File: src/rtl/tx_pacer_pkg.sv
// ----------------------------------------------------------------------------
// tx_pacer_pkg
//
// Shared definitions for the TX sample pacer:
//   - pacer_state_t : pacer FSM encoding (IDLE, PRIME, RUN)
//   - field slice constants for the packed 24-bit I/Q word
//     ([23:12] I, [11:0] Q, both two's complement)
//   - SAMPLE_W / WORD_W widths
//   - word_i / word_q helpers that split a packed word into I and Q
// ----------------------------------------------------------------------------
package tx_pacer_pkg;

    // Explicit encodings keep the state register readable in waveforms and
    // stable for any downstream logic that decodes it.
    typedef enum logic [1:0] {
        IDLE  = 2'd0,
        PRIME = 2'd1,
        RUN   = 2'd2
    } pacer_state_t;

    localparam int SAMPLE_W = 12;
    localparam int WORD_W   = 2 * SAMPLE_W;

    localparam int I_MSB = 23;
    localparam int I_LSB = 12;
    localparam int Q_MSB = 11;
    localparam int Q_LSB = 0;

    function automatic logic [SAMPLE_W-1:0] word_i(input logic [WORD_W-1:0] w);
        return w[I_MSB:I_LSB];
    endfunction

    function automatic logic [SAMPLE_W-1:0] word_q(input logic [WORD_W-1:0] w);
        return w[Q_MSB:Q_LSB];
    endfunction

endpackage : tx_pacer_pkg

File: src/rtl/tx_pacer_fifo.sv
// ----------------------------------------------------------------------------
// tx_pacer_fifo
//
// Single-clock first-word-fall-through FIFO used as the elastic buffer in
// front of the DAC pacer.
//
// Parameters:
//   DEPTH : number of entries, power of two and >= 4 (pointers wrap by
//           natural binary overflow, so a non-power-of-two depth is invalid)
//   WIDTH : word width in bits
//
// Ports:
//   clk      in   system clock
//   rst      in   asynchronous active-high reset (clears pointers and level;
//                 storage contents are simply abandoned)
//   wr_en    in   write request; ignored while full
//   wr_data  in   write word
//   rd_en    in   pop request; ignored while empty
//   rd_data  out  word at the head of the FIFO (valid whenever !empty)
//   level    out  current occupancy, 0..DEPTH
//   full     out  level == DEPTH
//   empty    out  level == 0
// ----------------------------------------------------------------------------
module tx_pacer_fifo #(
    parameter  int DEPTH = 16,
    parameter  int WIDTH = 24,
    localparam int AW    = $clog2(DEPTH),
    localparam int LW    = AW + 1
) (
    input  logic             clk,
    input  logic             rst,
    input  logic             wr_en,
    input  logic [WIDTH-1:0] wr_data,
    input  logic             rd_en,
    output logic [WIDTH-1:0] rd_data,
    output logic [LW-1:0]    level,
    output logic             full,
    output logic             empty
);

    localparam logic [LW-1:0] FULL_LEVEL = LW'(DEPTH);

    logic [WIDTH-1:0] mem [DEPTH];
    logic [AW-1:0]    wr_ptr_reg;
    logic [AW-1:0]    rd_ptr_reg;
    logic [LW-1:0]    level_reg;
    logic             do_wr;
    logic             do_rd;

    assign full  = (level_reg == FULL_LEVEL);
    assign empty = (level_reg == '0);
    assign level = level_reg;

    // Full is judged on the current level only: a full FIFO refuses a write
    // even in a cycle where it is also being popped.
    assign do_wr = wr_en && !full;
    assign do_rd = rd_en && !empty;

    // Storage carries no reset so it maps onto plain RAM.
    always_ff @(posedge clk) begin
        if (do_wr) begin
            mem[wr_ptr_reg] <= wr_data;
        end
    end

    // Head word is presented combinationally so the pacer can capture it in
    // the same edge that commits the pop.
    assign rd_data = mem[rd_ptr_reg];

    always_ff @(posedge clk or posedge rst) begin
        if (rst) begin
            wr_ptr_reg <= '0;
            rd_ptr_reg <= '0;
            level_reg  <= '0;
        end else begin
            if (do_wr) begin
                wr_ptr_reg <= wr_ptr_reg + 1'b1;
            end
            if (do_rd) begin
                rd_ptr_reg <= rd_ptr_reg + 1'b1;
            end
            case ({do_wr, do_rd})
                2'b10:   level_reg <= level_reg + 1'b1;
                2'b01:   level_reg <= level_reg - 1'b1;
                default: level_reg <= level_reg;
            endcase
        end
    end

endmodule : tx_pacer_fifo

File: src/rtl/tx_sample_pacer.sv
// ----------------------------------------------------------------------------
// tx_sample_pacer
//
// Buffers the 24-bit I/Q AXI-Stream from the TX path in a small FIFO and
// releases one sample to the DAC every div+1 clocks. The FIFO is primed to
// half full before pacing starts; strobes that find the FIFO empty are
// counted as underflows.
//
// Build option:
//   TX_PACER_HOLD_EN  defined   : on underflow dac_i/dac_q keep the last
//                                 popped sample
//                     undefined : on underflow dac_i/dac_q are driven to 0
//   In both builds the DAC outputs are zero outside RUN.
//
// Parameters:
//   DEPTH : FIFO depth in samples (power of two, >= 4)
//   DIV_W : width of the rate divider value
//   CNT_W : width of the underflow counter
//
// Ports:
//   clk            in   system clock
//   rst            in   asynchronous active-high reset
//   in_valid       in   AXI-Stream TVALID
//   in_data        in   AXI-Stream TDATA, [23:12] I, [11:0] Q
//   in_ready       out  AXI-Stream TREADY (FIFO not full)
//   enable         in   pacer run enable
//   div            in   strobe period minus one, sampled at each period restart
//   dac_i          out  registered I sample
//   dac_q          out  registered Q sample
//   dac_strobe     out  one-cycle pulse, dac_i/dac_q updated in that cycle
//   underflow_cnt  out  saturating count of strobes that found the FIFO empty
//   fifo_level     out  FIFO occupancy
//   running        out  high while in RUN
// ----------------------------------------------------------------------------
module tx_sample_pacer
    import tx_pacer_pkg::*;
#(
    parameter  int DEPTH = 16,
    parameter  int DIV_W = 8,
    parameter  int CNT_W = 16,
    localparam int LVL_W = $clog2(DEPTH) + 1
) (
    input  logic                clk,
    input  logic                rst,
    input  logic                in_valid,
    input  logic [WORD_W-1:0]   in_data,
    output logic                in_ready,
    input  logic                enable,
    input  logic [DIV_W-1:0]    div,
    output logic [SAMPLE_W-1:0] dac_i,
    output logic [SAMPLE_W-1:0] dac_q,
    output logic                dac_strobe,
    output logic [CNT_W-1:0]    underflow_cnt,
    output logic [LVL_W-1:0]    fifo_level,
    output logic                running
);

    localparam logic [LVL_W-1:0] PRIME_LEVEL = LVL_W'(DEPTH / 2);

    pacer_state_t        state_reg;
    pacer_state_t        state_next;
    logic [DIV_W-1:0]    cnt_reg;
    logic [DIV_W-1:0]    div_lat_reg;
    logic [SAMPLE_W-1:0] dac_i_reg;
    logic [SAMPLE_W-1:0] dac_q_reg;
    logic                dac_strobe_reg;
    logic [CNT_W-1:0]    underflow_cnt_reg;

    logic                fifo_wr;
    logic                fifo_rd;
    logic                fifo_full;
    logic                fifo_empty;
    logic [WORD_W-1:0]   fifo_rd_data;
    logic [LVL_W-1:0]    fifo_level_w;

    logic                run_active;
    logic                period_end;
    logic                strobe_evt;

    // ------------------------------------------------------------------
    // Input FIFO
    // ------------------------------------------------------------------
    assign in_ready = !fifo_full;
    assign fifo_wr  = in_valid && !fifo_full;

    tx_pacer_fifo #(
        .DEPTH (DEPTH),
        .WIDTH (WORD_W)
    ) u_fifo (
        .clk     (clk),
        .rst     (rst),
        .wr_en   (fifo_wr),
        .wr_data (in_data),
        .rd_en   (fifo_rd),
        .rd_data (fifo_rd_data),
        .level   (fifo_level_w),
        .full    (fifo_full),
        .empty   (fifo_empty)
    );

    // ------------------------------------------------------------------
    // Strobe generation
    // ------------------------------------------------------------------
    // Dropping enable in RUN suppresses the strobe on the exit edge so no
    // sample is consumed on the way back to IDLE.
    assign run_active = (state_reg == RUN) && enable;
    assign period_end = (cnt_reg == div_lat_reg);
    assign strobe_evt = run_active && period_end;
    assign fifo_rd    = strobe_evt && !fifo_empty;

    // ------------------------------------------------------------------
    // FSM
    // ------------------------------------------------------------------
    always_comb begin
        state_next = state_reg;
        case (state_reg)
            IDLE: begin
                if (enable) begin
                    state_next = PRIME;
                end
            end
            PRIME: begin
                if (!enable) begin
                    state_next = IDLE;
                end else if (fifo_level_w >= PRIME_LEVEL) begin
                    state_next = RUN;
                end
            end
            RUN: begin
                // An empty FIFO does not leave RUN; only enable does, and
                // the FIFO contents are kept for the next run.
                if (!enable) begin
                    state_next = IDLE;
                end
            end
            default: state_next = IDLE;
        endcase
    end

    always_ff @(posedge clk or posedge rst) begin
        if (rst) begin
            state_reg <= IDLE;
        end else begin
            state_reg <= state_next;
        end
    end

    // ------------------------------------------------------------------
    // Rate divider
    // ------------------------------------------------------------------
    // div is captured only when a period restarts; outside RUN the counter
    // sits at 0 and the latch follows div so RUN entry starts with the
    // current value.
    always_ff @(posedge clk or posedge rst) begin
        if (rst) begin
            cnt_reg     <= '0;
            div_lat_reg <= '0;
        end else if (run_active) begin
            if (period_end) begin
                cnt_reg     <= '0;
                div_lat_reg <= div;
            end else begin
                cnt_reg     <= cnt_reg + 1'b1;
            end
        end else begin
            cnt_reg     <= '0;
            div_lat_reg <= div;
        end
    end

    // ------------------------------------------------------------------
    // DAC output registers and underflow counter
    // ------------------------------------------------------------------
    always_ff @(posedge clk or posedge rst) begin
        if (rst) begin
            dac_i_reg      <= '0;
            dac_q_reg      <= '0;
            dac_strobe_reg <= 1'b0;
        end else begin
            dac_strobe_reg <= strobe_evt;
            if (state_reg != RUN) begin
                dac_i_reg <= '0;
                dac_q_reg <= '0;
            end else if (strobe_evt) begin
                if (!fifo_empty) begin
                    dac_i_reg <= word_i(fifo_rd_data);
                    dac_q_reg <= word_q(fifo_rd_data);
                end else begin
`ifdef TX_PACER_HOLD_EN
                    // Repeat the last sample to avoid a step to mid-scale.
                    dac_i_reg <= dac_i_reg;
                    dac_q_reg <= dac_q_reg;
`else
                    dac_i_reg <= '0;
                    dac_q_reg <= '0;
`endif
                end
            end
        end
    end

    always_ff @(posedge clk or posedge rst) begin
        if (rst) begin
            underflow_cnt_reg <= '0;
        end else if (strobe_evt && fifo_empty &&
                     (underflow_cnt_reg != {CNT_W{1'b1}})) begin
            underflow_cnt_reg <= underflow_cnt_reg + 1'b1;
        end
    end

    assign dac_i         = dac_i_reg;
    assign dac_q         = dac_q_reg;
    assign dac_strobe    = dac_strobe_reg;
    assign underflow_cnt = underflow_cnt_reg;
    assign fifo_level    = fifo_level_w;
    assign running       = (state_reg == RUN);

endmodule : tx_sample_pacer

File: config.mk
export PLATFORM = sky130hd
export DESIGN_NAME = tx_sample_pacer
export DESIGN_NICKNAME = d
export VERILOG_FILES = /design/src/rtl/tx_pacer_pkg.sv /design/src/rtl/tx_pacer_fifo.sv /design/src/rtl/tx_sample_pacer.sv
export SDC_FILE = /design/constraint.sdc
export NUM_CORES = 1
export LEC_CHECK = 0
export CAP_MARGIN = 20
export CORE_AREA = 2 2 196 198
export CTS_CLUSTER_DIAMETER = 200
export DETAILED_ROUTE_END_ITERATION = 8
export DIE_AREA = 0 0 198 200
export PLACE_DENSITY = 0.71
export SKIP_LAST_GASP = 1
export SLEW_MARGIN = 20
export SYNTH_ARGS = -nofsm -noshare
export SYNTH_HDL_FRONTEND = slang
export SYNTH_HIERARCHICAL = 1
export SYNTH_SLANG_ARGS = --single-unit
File: constraint.sdc
create_clock -name clk -period 3.5 [get_ports clk]
set_input_delay 1.05 -clock clk [delete_from_list [all_inputs] [get_ports clk]]
set_output_delay 1.05 -clock clk [all_outputs]
set_load 0.1 [all_outputs]
==> Slide: Implementation Results <==
Synthesis and Place & Route Summary

Outcome
  – Status: finished, final reports clean

Power
  – Static leakage: 7.314 nW
  – Net Sw Frac: 25.04%
  – Worst VDD drop: 382.2 uV
  – Seq pwr share: 51.5%
  – Pwr Density: 599.7 mW/mm^2

Final layout
  – Syn-to-layout area delta: 16.16%
  – Core Util, Final: 57.46%
  – ANT cells: 0
  – Layout Cells excl Fill: 1,732
  – Max FFs per register: around 380
  – Fillers: approximately 2,800
  – Share of layout cells above drive strength 1: 22.44%
  – Post-route cell area: 0.02149 mm^2

Worst setup path
  – Critical Path Sink: u_fifo/level[4]$_DFFE_PP0P_
  – Crit path DRT: 3940 ps
  – Highest-delay cell along the critical path: dfrtp_1
  – Crit-path cells: xor2_1 > nor4_4 > nand4_4 > nor2_1 > nor2b_1 > ha_1 > inv_1 > fa_1 > nor2b_1 > o21ai_1 > nand3_1 > or3b_1 > xnor2_1
  – Setup crit start kind: flip-flop
  – RR Endpoint: u_fifo/level[4]$_DFFE_PP0P_
  – WP depth: 13
  – Max Fanout on Critical Path: 6
  – Buf/Inv on CP: 1
  – Worst R2R Path Depth: 13
  – Crit path kind: flip-flop to flip-flop
  – Delay-heaviest family, CP: simple AND/OR/NAND/NOR gates
  – CP Data Arrival Time: roughly 3600 ps
  – Most frequent cell on the critical path: nor2b_1
  – Reg-to-reg startpoint: cnt_reg[0]$_DFF_PP0_
  – Crit path from: cnt_reg[0]$_DFF_PP0_
  – CP endpoint kind: flip-flop
  – FF-to-FF setup slack: 350 ps

Global routing
  – Largest net degree at the start of global routing: 47
  – First-pass GRT wire length: 59,960 um
  – Congestion Overflow GR: 0

Logic synthesis
  – Yosys reg bits: 456
  – Async S/R FF share, synth: around 16%
  – Syn_nets: ~1,100
  – Most used DFF post-synth: edfxtp_1
  – EDFF count, synth: between 300 and 400
  – Synth Cell Area: between 0.015 and 0.02 mm^2
  – Yosys cell types: between 40 and 50
  – Syn avg cell area: 17.54 um^2
  – Syn. warnings: 6
  – Yosys Instances: 1,055

Timing
  – Endpoints failing hold: 0
  – Post-Route Setup TNS: 0 ps
  – Final min period: about 3200 ps
  – Cycle use final: between 90% and 100%
  – RSZ-0062 raised after global routing: false
  – Worst slew margin: 32.31%
  – Worst-Margin Slew: 1012 ps
  – Fmax: 0.3174 GHz
  – Max-slew violations: 0

Worst hold path
  – Depth of the worst hold-timing path: 1
  – Hold Crit Start: underflow_cnt[13]$_DFFE_PP0P_
  – Hold Crit Class: flip-flop to flip-flop
  – Min-Delay Endpoint: underflow_cnt[13]$_DFFE_PP0P_

Place
  – Post-Place Setup Slack: -57.95 ps
  – Placed insts: 1,647
  – Final GP Congestion: 0.7952
  – Placed Area: 0.02003 mm^2

Detailed routing
  – # DRC: 0
  – Antenna viol nets, final: 0
  – Starting DRC count in detailed routing: 923

Floorplanning
  – Rows: around 70
  – Die height: 200 um
  – Total core area: roughly 0.037 mm^2
  – Die width: 198 um

Clock network
  – Clock-pin slew on the worst setup and hold paths: 60 ps
  – CTS tree: built
  – Post-cts sizing count: 0
  – Hold-fix buffers, CTS: 0

Run
  – Max-Cap Viols: 0
-- cells in the mapped netlist, drive strengths merged (11+ instances only) --
cell type / instances / area, um^2
nor2: 21 / 78.83
a21oi: 26 / 130.1
edfxtp: 384 / 11530
a22oi: 24 / 180.2
ha: 11 / 137.6
clkbuf: 19 / 71.32
mux4: 48 / 1081
dfrtp: 72 / 1802
a221oi: 48 / 539.3
nand3: 11 / 55.05
nand2: 89 / 336.6
nor3: 11 / 55.05
nand3b: 24 / 180.2
inv: 14 / 52.55
buf: 41 / 405.4
o21ai: 30 / 150.1
mux2i: 97 / 970.9
xor2: 31 / 271.5
-- area by class of cell --
class | instances | area (um^2) | share of cell area (%)
Clock inverter | 19 | 147.6 | 0.6870
Sequential cell | 456 | 13340 | 62.08
Clock buffer | 66 | 1308 | 6.084
Multi-Input combinational cell | 525 | 4727 | 22.00
Inverter | 14 | 56.30 | 0.2620
Tap cell | 511 | 639.4 | 2.975
Timing Repair Buffer | 141 | 1271 | 5.916
-- power by group through the flow --
stage               sequential [mW]  combinational (mW)  clock, mW
floorplan                      6.85               0.764          0
global placement               6.72                1.53          0
detailed placement             6.75                1.56          0
CTS                            6.64                1.57       4.79
global route                   6.68                1.65       4.99
finish                         6.64                1.55       4.70
-- cell families after synthesis --
family	Yosys count	synth area share [%]
compound gates	130	5.485
xor+xnor	39	1.846
fa+ha+maj	12	0.8522
buf+inv	74	2.861
flops	456	72.07
mux	147	11.21
simple gates	197	5.674
-- routing by layer --
metal / global-route usage (%) / share of wire (%) / up-vias
met1: 29.37 / 44 / 5098
met2: 33.56 / 48 / 355
met5: 0 / 0.030 / -
met3: 3.058 / 6.1 / 56
li1: - / - / 4406
met4: 5.040 / 1.9 / 2
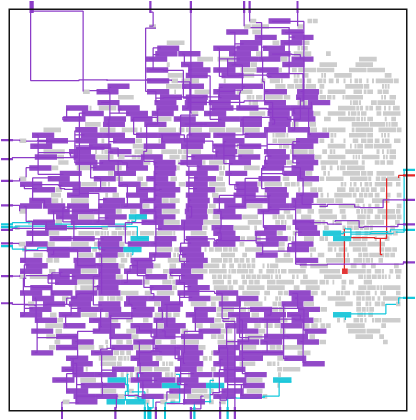
*I/O nets highlighted*
(2 px per um)
port	color	bits	direction	end cells	wire
in_data	purple	24	input	384	4,280 um
dac_i	cyan	12	output	12	548 um
running	red	1	output	1	85.9 um
I/O pins: 84
IO Port Bufs: 83

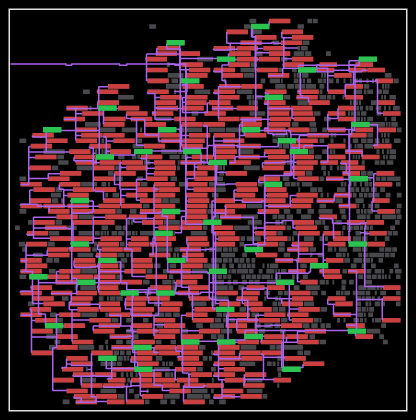
*Clock network drawn from the DEF*
(2 px per um)
[flip-flops] red | count: 456
[cells driving clock nets] green | count: 46
[clock wires] purple | length: 4,980 um
routed clock nets	47
clock network power: 4.70 mW
Clock Skew: 24.48 ps
Clk Latency, worst-skew pair: 550 ps
Clk pwr share: 36.4%

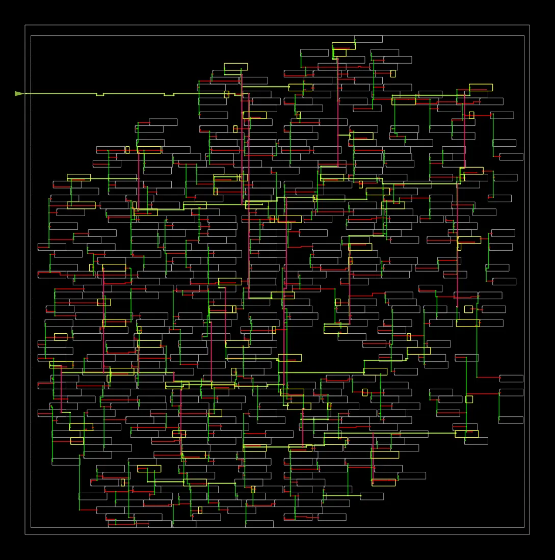
*Clock routing*
flop count: 456
total CTS buffers: 46
clock sinks: 456

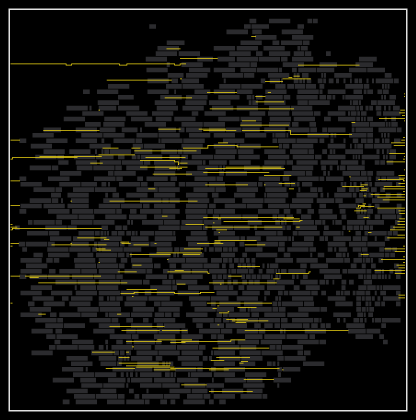
*Signal wires on met3*
(2 px per um)
nets with wire on the layer	137
main direction	horizontal
share of all routed wire	6.1%
drt total wl: 39,850 um
M3 GR Usage: 3.058%
Vias: 9,917

No activity file was given, so power comes from the tool's default toggle rates.
